File: src/rtl/elevator_scheduler_if.sv
// Control and status bundle between the elevator car controller and its environment
// (call buttons, timebase, display and status consumers).
interface elevator_scheduler_if;
    logic       powerOn;
    logic       tick;
    logic [7:0] req;
    logic [2:0] floor;
    logic [3:0] remainTime;
    logic       door_open;
    logic       dir;
    logic       moving;
    logic [7:0] pending;

    modport master (
        output powerOn, tick, req,
        input  floor, remainTime, door_open, dir, moving, pending
    );

    modport slave (
        input  powerOn, tick, req,
        output floor, remainTime, door_open, dir, moving, pending
    );
endinterface

File: src/rtl/elevator_scheduler.sv
// Elevator car controller: latches floor calls, schedules travel with SCAN,
// and times floor-to-floor moves and door dwell on the tick strobe.
module elevator_scheduler #(
    parameter int NUM_FLOORS = 8,
    parameter int MOVE_TIME  = 3,
    parameter int DOOR_TIME  = 5
) (
    input logic            clk,
    input logic            rst,
    elevator_scheduler_if.slave bus
);

    localparam logic [7:0] FLOOR_MASK = 8'((9'd1 << NUM_FLOORS) - 9'd1);
    localparam logic [2:0] TOP_FLOOR  = 3'(NUM_FLOORS - 1);
    localparam logic [3:0] MOVE_LOAD  = 4'(MOVE_TIME);
    localparam logic [3:0] DOOR_LOAD  = 4'(DOOR_TIME);

    typedef enum logic [1:0] {IDLE, UP, DOWN, DOOR} state_e;

    state_e     state_q;
    logic [2:0] floor_q;
    logic [3:0] remain_q;
    logic       dir_q;
    logic [7:0] pending_q;

    logic [7:0] reqMasked;
    logic [7:0] pending_d;
    logic [2:0] floorUp;
    logic [2:0] floorDown;
    logic [3:0] remainDec;
    logic       hereNow;
    logic       aboveNow;
    logic       belowNow;

    function automatic logic callsAbove(input logic [7:0] p, input logic [2:0] f);
        logic r;
        r = 1'b0;
        for (int i = 0; i < 8; i++) begin
            if (i > int'(f) && p[i]) r = 1'b1;
        end
        return r;
    endfunction

    function automatic logic callsBelow(input logic [7:0] p, input logic [2:0] f);
        logic r;
        r = 1'b0;
        for (int i = 0; i < 8; i++) begin
            if (i < int'(f) && p[i]) r = 1'b1;
        end
        return r;
    endfunction

    function automatic logic [7:0] clearFloor(input logic [7:0] p, input logic [2:0] f);
        return p & ~(8'd1 << f);
    endfunction

    // pending_d already includes this cycle's calls, so decisions see a call pressed "now"
    always_comb begin
        reqMasked = bus.req & FLOOR_MASK;
        pending_d = pending_q | reqMasked;
        floorUp   = (floor_q == TOP_FLOOR) ? floor_q : floor_q + 3'd1;
        floorDown = (floor_q == 3'd0) ? floor_q : floor_q - 3'd1;
        remainDec = (remain_q == 4'd0) ? 4'd0 : remain_q - 4'd1;
        hereNow   = pending_d[floor_q];
        aboveNow  = callsAbove(pending_d, floor_q);
        belowNow  = callsBelow(pending_d, floor_q);
    end

    always_ff @(posedge clk or posedge rst) begin
        if (rst) begin
            state_q   <= IDLE;
            floor_q   <= 3'd0;
            remain_q  <= 4'd0;
            dir_q     <= 1'b1;
            pending_q <= 8'd0;
        end else if (!bus.powerOn) begin
            state_q   <= IDLE;
            remain_q  <= 4'd0;
            pending_q <= 8'd0;
        end else begin
            pending_q <= pending_d;
            unique case (state_q)
                IDLE: begin
                    if (hereNow) begin
                        state_q   <= DOOR;
                        remain_q  <= DOOR_LOAD;
                        pending_q <= clearFloor(pending_d, floor_q);
                    end else if (aboveNow && (dir_q || !belowNow)) begin
                        state_q  <= UP;
                        dir_q    <= 1'b1;
                        remain_q <= MOVE_LOAD;
                    end else if (belowNow) begin
                        state_q  <= DOWN;
                        dir_q    <= 1'b0;
                        remain_q <= MOVE_LOAD;
                    end
                end
                UP: begin
                    if (bus.tick) begin
                        if (remain_q == 4'd1) begin
                            floor_q <= floorUp;
                            if (pending_d[floorUp]) begin
                                state_q   <= DOOR;
                                remain_q  <= DOOR_LOAD;
                                pending_q <= clearFloor(pending_d, floorUp);
                            end else if (callsAbove(pending_d, floorUp)) begin
                                remain_q <= MOVE_LOAD;
                            end else begin
                                state_q  <= IDLE;
                                remain_q <= 4'd0;
                            end
                        end else begin
                            remain_q <= remainDec;
                        end
                    end
                end
                DOWN: begin
                    if (bus.tick) begin
                        if (remain_q == 4'd1) begin
                            floor_q <= floorDown;
                            if (pending_d[floorDown]) begin
                                state_q   <= DOOR;
                                remain_q  <= DOOR_LOAD;
                                pending_q <= clearFloor(pending_d, floorDown);
                            end else if (callsBelow(pending_d, floorDown)) begin
                                remain_q <= MOVE_LOAD;
                            end else begin
                                state_q  <= IDLE;
                                remain_q <= 4'd0;
                            end
                        end else begin
                            remain_q <= remainDec;
                        end
                    end
                end
                DOOR: begin
                    // A call for the open floor extends the dwell instead of being latched
                    pending_q <= clearFloor(pending_d, floor_q);
                    if (reqMasked[floor_q]) begin
                        remain_q <= DOOR_LOAD;
                    end else if (bus.tick) begin
                        if (remain_q == 4'd1) begin
                            state_q  <= IDLE;
                            remain_q <= 4'd0;
                        end else begin
                            remain_q <= remainDec;
                        end
                    end
                end
                default: state_q <= IDLE;
            endcase
        end
    end

    assign bus.floor      = floor_q;
    assign bus.remainTime = remain_q;
    assign bus.door_open  = (state_q == DOOR);
    assign bus.dir        = dir_q;
    assign bus.moving     = (state_q == UP) || (state_q == DOWN);
    assign bus.pending    = pending_q;

endmodule

File: src/flat_wrapper.sv
// flat-port wrapper written by rule: the top's interface ports become plain ports
module elevator_scheduler_flat 
#(
    parameter int NUM_FLOORS = 8,
    parameter int MOVE_TIME  = 3,
    parameter int DOOR_TIME  = 5
)
  (clk, rst, bus_powerOn, bus_tick, bus_req, bus_floor, bus_remainTime, bus_door_open, bus_dir, bus_moving, bus_pending);
  elevator_scheduler_if bus_i ();
  input logic clk;
  input logic rst;
  input wire logic [$bits(bus_i.powerOn)-1:0] bus_powerOn;
  input wire logic [$bits(bus_i.tick)-1:0] bus_tick;
  input wire logic [$bits(bus_i.req)-1:0] bus_req;
  output wire logic [$bits(bus_i.floor)-1:0] bus_floor;
  output wire logic [$bits(bus_i.remainTime)-1:0] bus_remainTime;
  output wire logic [$bits(bus_i.door_open)-1:0] bus_door_open;
  output wire logic [$bits(bus_i.dir)-1:0] bus_dir;
  output wire logic [$bits(bus_i.moving)-1:0] bus_moving;
  output wire logic [$bits(bus_i.pending)-1:0] bus_pending;
  assign bus_i.powerOn = bus_powerOn;
  assign bus_i.tick = bus_tick;
  assign bus_i.req = bus_req;
  assign bus_floor = bus_i.floor;
  assign bus_remainTime = bus_i.remainTime;
  assign bus_door_open = bus_i.door_open;
  assign bus_dir = bus_i.dir;
  assign bus_moving = bus_i.moving;
  assign bus_pending = bus_i.pending;
  elevator_scheduler #(.NUM_FLOORS(NUM_FLOORS), .MOVE_TIME(MOVE_TIME), .DOOR_TIME(DOOR_TIME)) u_core (.clk(clk), .rst(rst), .bus(bus_i));
endmodule
File: config.mk
export PLATFORM = sky130hd
export DESIGN_NAME = elevator_scheduler_flat
export DESIGN_NICKNAME = d
export VERILOG_FILES = /design/src/rtl/elevator_scheduler_if.sv /design/src/rtl/elevator_scheduler.sv /design/src/flat_wrapper.sv
export SDC_FILE = /design/constraint.sdc
export NUM_CORES = 1
export LEC_CHECK = 0
export ABC_CLOCK_PERIOD_IN_PS = 4300
export CAP_MARGIN = 0
export CORE_ASPECT_RATIO = 0.9
export CORE_MARGIN = 5
export CORE_UTILIZATION = 56
export DETAILED_ROUTE_END_ITERATION = 12
export PLACE_DENSITY = 0.8
export SLEW_MARGIN = 10
export SYNTH_ARGS = -nofsm -noshare
export SYNTH_HDL_FRONTEND = slang
export SYNTH_SLANG_ARGS = --single-unit
export TNS_END_PERCENT = 10
File: constraint.sdc
create_clock -name clk -period 4.3 [get_ports clk]
set_clock_uncertainty 0.1 [all_clocks]
set_input_delay 0.86 -clock clk [delete_from_list [all_inputs] [get_ports clk]]
set_output_delay 0.86 -clock clk [all_outputs]
set_load 0.05 [all_outputs]
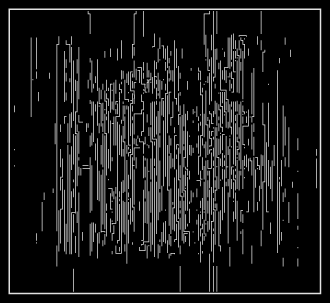
**Above:** run 1 (met2 routing).
(4 px per um)
nets with wire on the layer: 289
wire length on this layer: 3,100 um
share of all routed wire: 40%
total wire length: 7795 um
DR vias: 2,711
GR met2 Demand/Resource: 38.69%

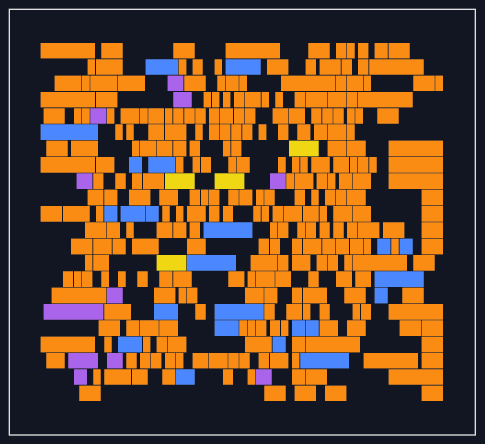
**Above:** run 1 (cell sizes after repair).
(6 px per um)
| size | color | cells | share | most used |
|---|---|---|---|---|
| x1 and smaller | orange | 286 | 88% | nand2_1 |
| x2 | blue | 23 | 7.1% | or2_2 |
| x3 and x4 | purple | 11 | 3.4% | buf_4 |
| x6 and larger | yellow | 4 | 1.2% | clkbuf_8 |
Non-CTS buffers: 36
Area Growth Syn to Fin: 16.92%
PnR worst setup slack: 550.1 ps
Final Instance Area: 2680 um^2

==> impl_metrics.env, run 1 <==
# physical design summary
export IMPL_status="completed"
export IMPL_wl_met3_um=1204
export IMPL_largest_area_cell="dfrtp_1"
export IMPL_cap_violations=0
export IMPL_clock_buffers=4
export IMPL_drc_errors=0
export IMPL_grt_max_degree=26
export IMPL_regArea_um2=451.7
export IMPL_fin_cells=372
export IMPL_crit_path_cell_trace="buf_4 > ha_1 > nand2_2 > mux2i_1 > mux4_2 > and2_1 > o31ai_1 > o211ai_2 > a221oi_2 > o32ai_2"
export IMPL_clockBufferDepth=2
export IMPL_cpLargestDelayFamily="multiplexers"
export IMPL_synth_cell_types=62
export IMPL_synthTopCellsByCount="30 x nand2_1, 27 x o21ai_0, 25 x a21oi_1, 25 x nor2_1, 17 x dfrtp_1"
export IMPL_path_buffers=1
export IMPL_crit_path_max_incr_delay_ps=570
export IMPL_min_delay_path_class="register to register"
export IMPL_comb_share_pct=63.73
export IMPL_yosys_top_cells_area="dfrtp_1 19%, ha_1 6.0%, o21ai_0 5.9%"
export IMPL_largest_register_ffs=8
export IMPL_fin_crit_ps=3750
export IMPL_clockNetworkAreaShare_pct=2.054
export IMPL_root_buffer="clkbuf_8"
export IMPL_antenna_found_initial=0
export IMPL_grtUsageMet1_pct=42.28
export IMPL_ys_sh_aoi_pct=33.35
export IMPL_yosysMostFrequentCell="nand2_1"
export IMPL_die_y_um=70.70
export IMPL_yosysWarnings=0
export IMPL_finalClockPeriodUsage_pct=87.21
export IMPL_avgSynthCellArea_um2=7.666
export IMPL_seq_share_pct=16.85
export IMPL_htree_levels=1
export IMPL_ys_seq_share_pct=19.71
export IMPL_start_kind="register"
export IMPL_dp_cells=368
export IMPL_openroad_warnings=35
export IMPL_fillers=331
export IMPL_critPathKind="register to register"
export IMPL_yosys_area_top_type_share_pct=18.56
export IMPL_io_pins=30
export IMPL_final_hold_violation_count=0
export IMPL_grt_ovfl_total=0
export IMPL_largest_cell_class="multi-input combinational cells"
export IMPL_cts_buffers=3
export IMPL_vias_per_cell=7.288
export IMPL_drt_met1_wl_um=3211
export IMPL_ys_cells=299
export IMPL_num_multi_input_gates=250
export IMPL_cp_end_kind="register"
export IMPL_path_clk_slew_ps=90
export IMPL_synth_adder_area_share_pct=6.004
export IMPL_place_area_um2=2625
export IMPL_num_antenna_cells=0
export IMPL_final_max_slew_viol_count=0
export IMPL_cts_setup_buffers=0
export IMPL_dr_pass1_iters=6
export IMPL_setup_viol_count_final=0
export IMPL_busiest_layer="met1"
export IMPL_cp_slowest_cell="mux4_2"
export IMPL_post_cts_resized=0
export IMPL_ys_ff=18
export IMPL_combGateArea_um2=1708
export IMPL_n_all_inverters=16
export IMPL_simple_gate_area_share_pct=24.34
export IMPL_wl_per_cell_um=20.95
export IMPL_relSlewSlack_pct=46.98
export IMPL_ctsHoldBuffers=0
export IMPL_crit_required_ps=4350
export IMPL_synth_logic_top_family="AND-OR/OR-AND gates"
export IMPL_grt_pass1_vias=2386
export IMPL_clock_latency_ps=270
export IMPL_met3_usage_pct=9.288
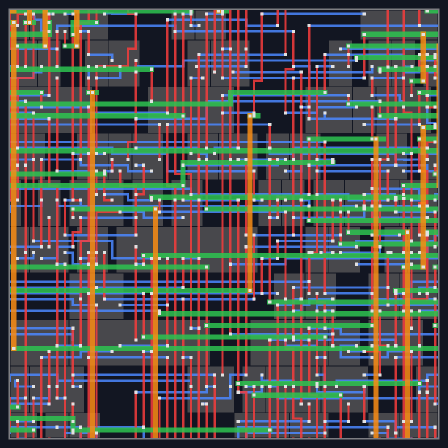
**Above:** run 1 (zoomed window).
Window x 26 to 51, y 23 to 48 um. Cells in gray, sequential cells in the stronger gray; small squares are vias.
| layer | color |
|---|---|
| M2 | red |
| M1 | blue |
| M4 | orange |
| M3 | green |
sequential cells in the window: 0
most frequent: nand2_1 (12), o21ai_0 (10), a21oi_1 (7)
cells with their middle in the window: 66

-- run 1: through the flow --
| stage | util (%) | hold slack [ps] |
|---|---|---|
| 2_1_floorplan | - | 444.9 |
| 5_1_grt | 66.69 | 509.0 |
| 3_3_place_gp | 65.32 | 444.2 |
| 3_5_place_dp | 65.32 | 461.9 |
| 4_1_cts | 66.69 | 480.0 |
| 6_report | 66.69 | 480.4 |
-- run 1: final timing paths --
| check | start | to | slack [ps] | cells past startpoint |
|---|---|---|---|---|
| max | u_core.bus.floor[0] | u_core.bus.remainTime[0] | 550 | 10 |
| min | u_core.bus.floor[0] | u_core.bus.floor[0] | 480 | 1 |
| max reg2reg | u_core.bus.floor[0] | u_core.bus.remainTime[0] | 550 | 10 |
| min reg2reg | u_core.bus.floor[0] | u_core.bus.floor[0] | 480 | 1 |
| max in group asynchronous | rst | u_core.bus.pending[5] | 2740 | 2 |
| min in group asynchronous | rst | u_core.bus.remainTime[1] | 890 | 2 |
-- run 1: layout by cell type (no fill, tap or decap), types with 3 or more instances in the layout --
cell             Yosys  layout
a211oi_1             3       3
a21oi_1             25      25
a221oi_1             7       7
a31oi_1              5       5
a41oi_1              3       3
buf_4                0       7
clkbuf_8             0       4
clkdlybuf4s50_1      0      29
dfrtp_1             17      17
ha_1                11      11
inv_1               15      15
mux2i_1              7       7
mux4_2               5       5
nand2_1             30      30
nand2b_1             3       3
nand3_1             16      16
nor2_1              25      25
nor2b_1              4       4
nor3_1               5       5
nor4_1               3       3
o211ai_1             4       4
o21ai_0             27      27
o221ai_1             6       6
o311ai_0             4       4
o31ai_1              7       7
or2_2                8       8
xnor2_1              3       3
==> run 1 -> run 2 <==
Settings changed: CAP_MARGIN 0 to default.
==> run 2 against run 1 <==
  * Synthesized area unchanged
  * Non-clock buffer count unchanged
  * Setup slack unchanged
  * Cell count unchanged
  * Synthesized cell count unchanged
  * Register-to-register slack about the same
  * Critical path depth unchanged
  * Die size unchanged
==> impl_metrics.env, run 2 <==
# physical design summary
export IMPL_antenna_found_initial=0
export IMPL_setup_ws_ps=550.1
export IMPL_fillers=331
export IMPL_cp_slowest_cell="mux4_2"
export IMPL_rrSetupSlack_ps=550
export IMPL_vias_per_cell=7.288
export IMPL_wl_um=7795
export IMPL_ys_cells=299
export IMPL_crit_path_cell_trace="buf_4 > ha_1 > nand2_2 > mux2i_1 > mux4_2 > and2_1 > o31ai_1 > o211ai_2 > a221oi_2 > o32ai_2"
export IMPL_cts_buffers=3
export IMPL_setup_viol_count_final=0
export IMPL_globalRouteMet2Util_pct=38.69
export IMPL_grt_ovfl_total=0
export IMPL_whs_path_depth=1
export IMPL_avgSynthCellArea_um2=7.666
export IMPL_ctsHoldBuffers=0
export IMPL_cts_setup_buffers=0
export IMPL_num_vias=2711
export IMPL_crit_path_max_incr_delay_ps=570
export IMPL_relSlewSlack_pct=46.98
export IMPL_critPathKind="register to register"
export IMPL_ys_seq_share_pct=19.71
export IMPL_root_buffer="clkbuf_8"
export IMPL_htree_levels=1
export IMPL_yosysMostFrequentCell="nand2_1"
export IMPL_yosysWarnings=0
export IMPL_path_buffers=1
export IMPL_path_depth=10
export IMPL_yosys_top_cells_area="dfrtp_1 19%, ha_1 6.0%, o21ai_0 5.9%"
export IMPL_cap_violations=0
export IMPL_post_cts_resized=0
export IMPL_min_delay_path_class="register to register"
export IMPL_lay_top_cells="30 x nand2_1, 29 x clkdlybuf4s50_1, 27 x o21ai_0"
export IMPL_fin_hold_ws_ps=480.4
export IMPL_fin_crit_ps=3750
export IMPL_cpLargestDelayFamily="multiplexers"
export IMPL_lay_top_count="nand2_1"
export IMPL_grt_max_degree=26
export IMPL_ys_ff=18
export IMPL_status="completed"
export IMPL_openroad_warnings=35
export IMPL_grtUsageMet1_pct=42.28
export IMPL_met3_usage_pct=9.288
export IMPL_largest_register_ffs=8
## run 2: cell counts after synthesis
No cell type changed its count.
## run 2: cell type report
cell class                      count  area, um^2  area share (%)
Multi-Input combinational cell    250        1708           63.73
Inverter                           16       62.56           2.334
Timing Repair Buffer               36       342.8           12.79
Tap cell                           48       60.06           2.241
Sequential cell                    18       451.7           16.85
Clock buffer                        4       55.05           2.054
## run 2: cells by family (layout without fill, tap and decap cells)
family,after synthesis,count (layout),synth area share (%)
compound gates,111,111,33.35
xor+xnor,4,4,2.348
fa+ha+maj,11,11,6.004
buf+inv,31,56,5.786
flops,18,18,19.71
mux,13,13,8.461
simple gates,111,111,24.35
## run 2: path summary, 6_finish.rpt
check	startpoint	to
max	u_core.bus.floor[0]	u_core.bus.remainTime[0]
min	u_core.bus.floor[0]	u_core.bus.floor[0]
max reg2reg	u_core.bus.floor[0]	u_core.bus.remainTime[0]
min reg2reg	u_core.bus.floor[0]	u_core.bus.floor[0]
max in group asynchronous	rst	u_core.bus.pending[5]
min in group asynchronous	rst	u_core.bus.remainTime[1]
## run 2: per-stage QoR
step	cells	area [um^2]
final	372	2680
after global routing	372	2680
after CTS	372	2680
after detailed placement	368	2625
after global placement	368	2625
after floorplan	299	2292
## run 2: layer usage
layer | up-vias | routed length (um) | share of wire (%)
li1 | 1193 | - | -
met1 | 1221 | 3211 | 41
met2 | 253 | 3104 | 40
met3 | 44 | 1204 | 15
met4 | 0 | 274 | 3.5
met5 | - | 0 | 0
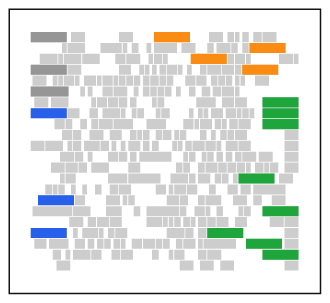
**Above:** run 2 (where the registers sit).
(4 px per um) Other sequential cells in the stronger gray, the rest of the logic in the fainter gray.
| signal | color | sequential cells |
|---|---|---|
| `u_core.bus.pending` | green | 8 |
| `u_core.bus.remainTime` | orange | 4 |
| `u_core.bus.floor` | blue | 3 |
not colored: 3
Storage cell area: 451.7 um^2
Final Util: 66.69%
Seq/total area: 16.85%

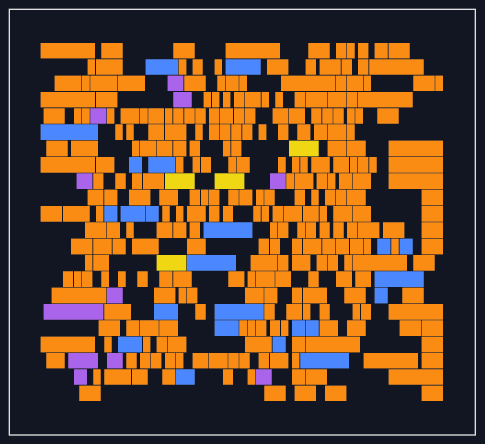
**Above:** run 2 (cell sizes after repair).
(6 px per um)
| size | color | cells | share | most used |
|---|---|---|---|---|
| x1 and smaller | orange | 286 | 88% | nand2_1 |
| x3 and x4 | purple | 11 | 3.4% | buf_4 |
| x6 and larger | yellow | 4 | 1.2% | clkbuf_8 |
| x2 | blue | 23 | 7.1% | or2_2 |

==> run 2 -> run 3 <==
--- a/config.mk
+++ b/config.mk
@@ -7,2 +7,3 @@
 export LEC_CHECK = 0
+export ABC_AREA = 0
 export ABC_CLOCK_PERIOD_IN_PS = 4300
--- a/constraint.sdc
+++ b/constraint.sdc
@@ -4,2 +4,2 @@
 set_output_delay 0.86 -clock clk [all_outputs]
-set_load 0.05 [all_outputs]
+set_load 0.1 [all_outputs]
==> run 3 against run 2 <==
  * Core utilization shrank 0.44 points
  * Cell count shrank 0.54%
  * Routed wire length shrank 4.0%
  * Synthesized area is the same
  * Hold slack lost 44 ps
  * Sequential share of layout area grew 0.11 points
  * Design area shrank 0.65%
==> impl_metrics.env, run 3 <==
# physical design summary
export IMPL_buffer_area_share_pct=12.22
export IMPL_nNetsFinal=346
export IMPL_grt_max_degree=24
export IMPL_flops=18
export IMPL_openroad_warnings=35
export IMPL_start_kind="register"
export IMPL_status="completed"
export IMPL_synthTopCellsByCount="30 x nand2_1, 27 x o21ai_0, 25 x a21oi_1, 25 x nor2_1, 17 x dfrtp_1"
export IMPL_avgSynthCellArea_um2=7.666
export IMPL_ctsHoldBuffers=0
export IMPL_tapCellCount=48
export IMPL_grt_ovfl_total=0
export IMPL_largest_cell_class="multi-input combinational cells"
export IMPL_grtUsageMet1_pct=41.89
export IMPL_seq_share_pct=16.96
export IMPL_final_max_slew_viol_count=0
export IMPL_ys_seq_share_pct=19.71
export IMPL_drc_errors=0
export IMPL_clock_latency_ps=270
export IMPL_ys_cells=299
export IMPL_relSlewSlack_pct=34.81
export IMPL_r2r_end="u_core.bus.pending[7]"
export IMPL_hp_start="u_core.bus.dir"
export IMPL_worstSetupStartpoint="u_core.bus.floor[1]"
export IMPL_cts_buffers=3
export IMPL_cap_violations=0
export IMPL_post_cts_resized=0
export IMPL_min_to="u_core.bus.dir"
export IMPL_n_all_inverters=16
export IMPL_placement_rows=22
export IMPL_htree_levels=1
export IMPL_min_delay_path_class="register to register"
export IMPL_fillers=366
export IMPL_num_antenna_cells=0
export IMPL_cp_end_kind="register"
export IMPL_critPathKind="register to register"
export IMPL_root_buffer="clkbuf_8"
export IMPL_cts_setup_buffers=0
export IMPL_rrSetupSlack_ps=660
export IMPL_regArea_um2=451.7
export IMPL_die_y_um=70.70
export IMPL_vias_per_cell=7.122
export IMPL_yosysWarnings=0
export IMPL_combGateArea_um2=1708
export IMPL_yosys_top_cells_area="dfrtp_1 19%, ha_1 6.0%, o21ai_0 5.9%"
export IMPL_lay_top_cells="30 x nand2_1, 28 x clkdlybuf4s50_1, 27 x o21ai_0"
export IMPL_whs_path_depth=2
export IMPL_ys_ff=18
export IMPL_lay_top_count="nand2_1"
export IMPL_clockBufferDepth=2
export IMPL_num_multi_input_gates=250
export IMPL_largest_register_ffs=8
export IMPL_rr_startpoint="u_core.bus.floor[1]"
export IMPL_synth_cell_types=62
export IMPL_yosys_area_top_type_share_pct=18.56
export IMPL_final_hold_violation_count=0
export IMPL_area_delta_synth_final_pct=16.16
export IMPL_utilization_pct=66.25
export IMPL_buffers_excl_clock=34
export IMPL_io_pins=30
export IMPL_path_clk_slew_ps=90
export IMPL_rr_worst_depth=8
export IMPL_largest_area_cell="dfrtp_1"
export IMPL_dr_pass1_iters=5
-- run 3: cell counts after synthesis --
No cell type changed its count.
-- run 3: cells by family (layout without fill, tap and decap cells) --
| family | Yosys count | in the layout | synth area share, % |
|---|---|---|---|
| buffers and inverters | 31 | 54 | 5.786 |
| muxes | 13 | 13 | 8.461 |
| xor gates and xnor gates | 4 | 4 | 2.348 |
| and+or+nand+nor | 111 | 111 | 24.35 |
| adders and majority gates | 11 | 11 | 6.004 |
| AOI/OAI and AO/OA | 111 | 111 | 33.35 |
| DFF | 18 | 18 | 19.71 |
-- run 3: how the worst max path moves through the flow --
| stage | end | slack (ps) |
|---|---|---|
| 6_report | u_core.bus.pending[7] | 660 |
| 5_1_grt | u_core.bus.remainTime[0] | 500 |
| 4_1_cts | u_core.bus.pending[7] | 700 |
| 3_5_place_dp | u_core.bus.remainTime[2] | 690 |
| 3_3_place_gp | u_core.bus.pending[7] | 650 |
| 2_1_floorplan | u_core.bus.remainTime[0] | 360 |
-- run 3: per-layer routing --
layer / share of wire (%) / wire, um / up-vias
li1: - / - / 1190
met3: 11 / 825 / 28
met2: 43 / 3182 / 196
met4: 2.8 / 211 / 0
met5: 0 / 0 / -
met1: 44 / 3266 / 1221
-- run 3: worst max-delay path: stages, from the launching register on --
cell	delay [ps]
dfrtp_1	470
inv_1	280
ha_1	420
nor2b_4	360
xnor2_4	180
mux4_2	530
a221o_2	500
o31ai_1	450
a41oi_1	180
-- run 3: per-stage QoR --
stage          worst slack [ps]  area, um^2  hold WS, ps  std cells
6_report                  664.9        2663        436.7        370
5_1_grt                   498.9        2663        458.1        370
4_1_cts                   700.9        2663        438.5        370
3_5_place_dp              688.0        2608        419.6        366
3_3_place_gp              647.7        2608        406.3        366
2_1_floorplan             363.1        2292        444.9        299
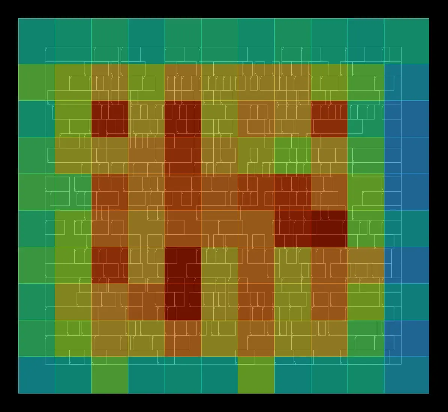
**Above:** run 3 (routing congestion).
Routed WL per cell: 20.23 um
GR met2 Demand/Resource: 38.13%
grt peak-use layer: met1
met3 usage: 3.944%

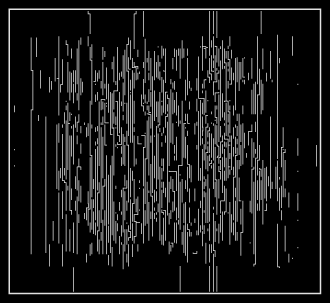
**Above:** run 3 (met2 routing).
(4 px per um)
longest straight run: 36.0 um
main direction: vertical
total wire length: 7485 um
DR vias: 2,635

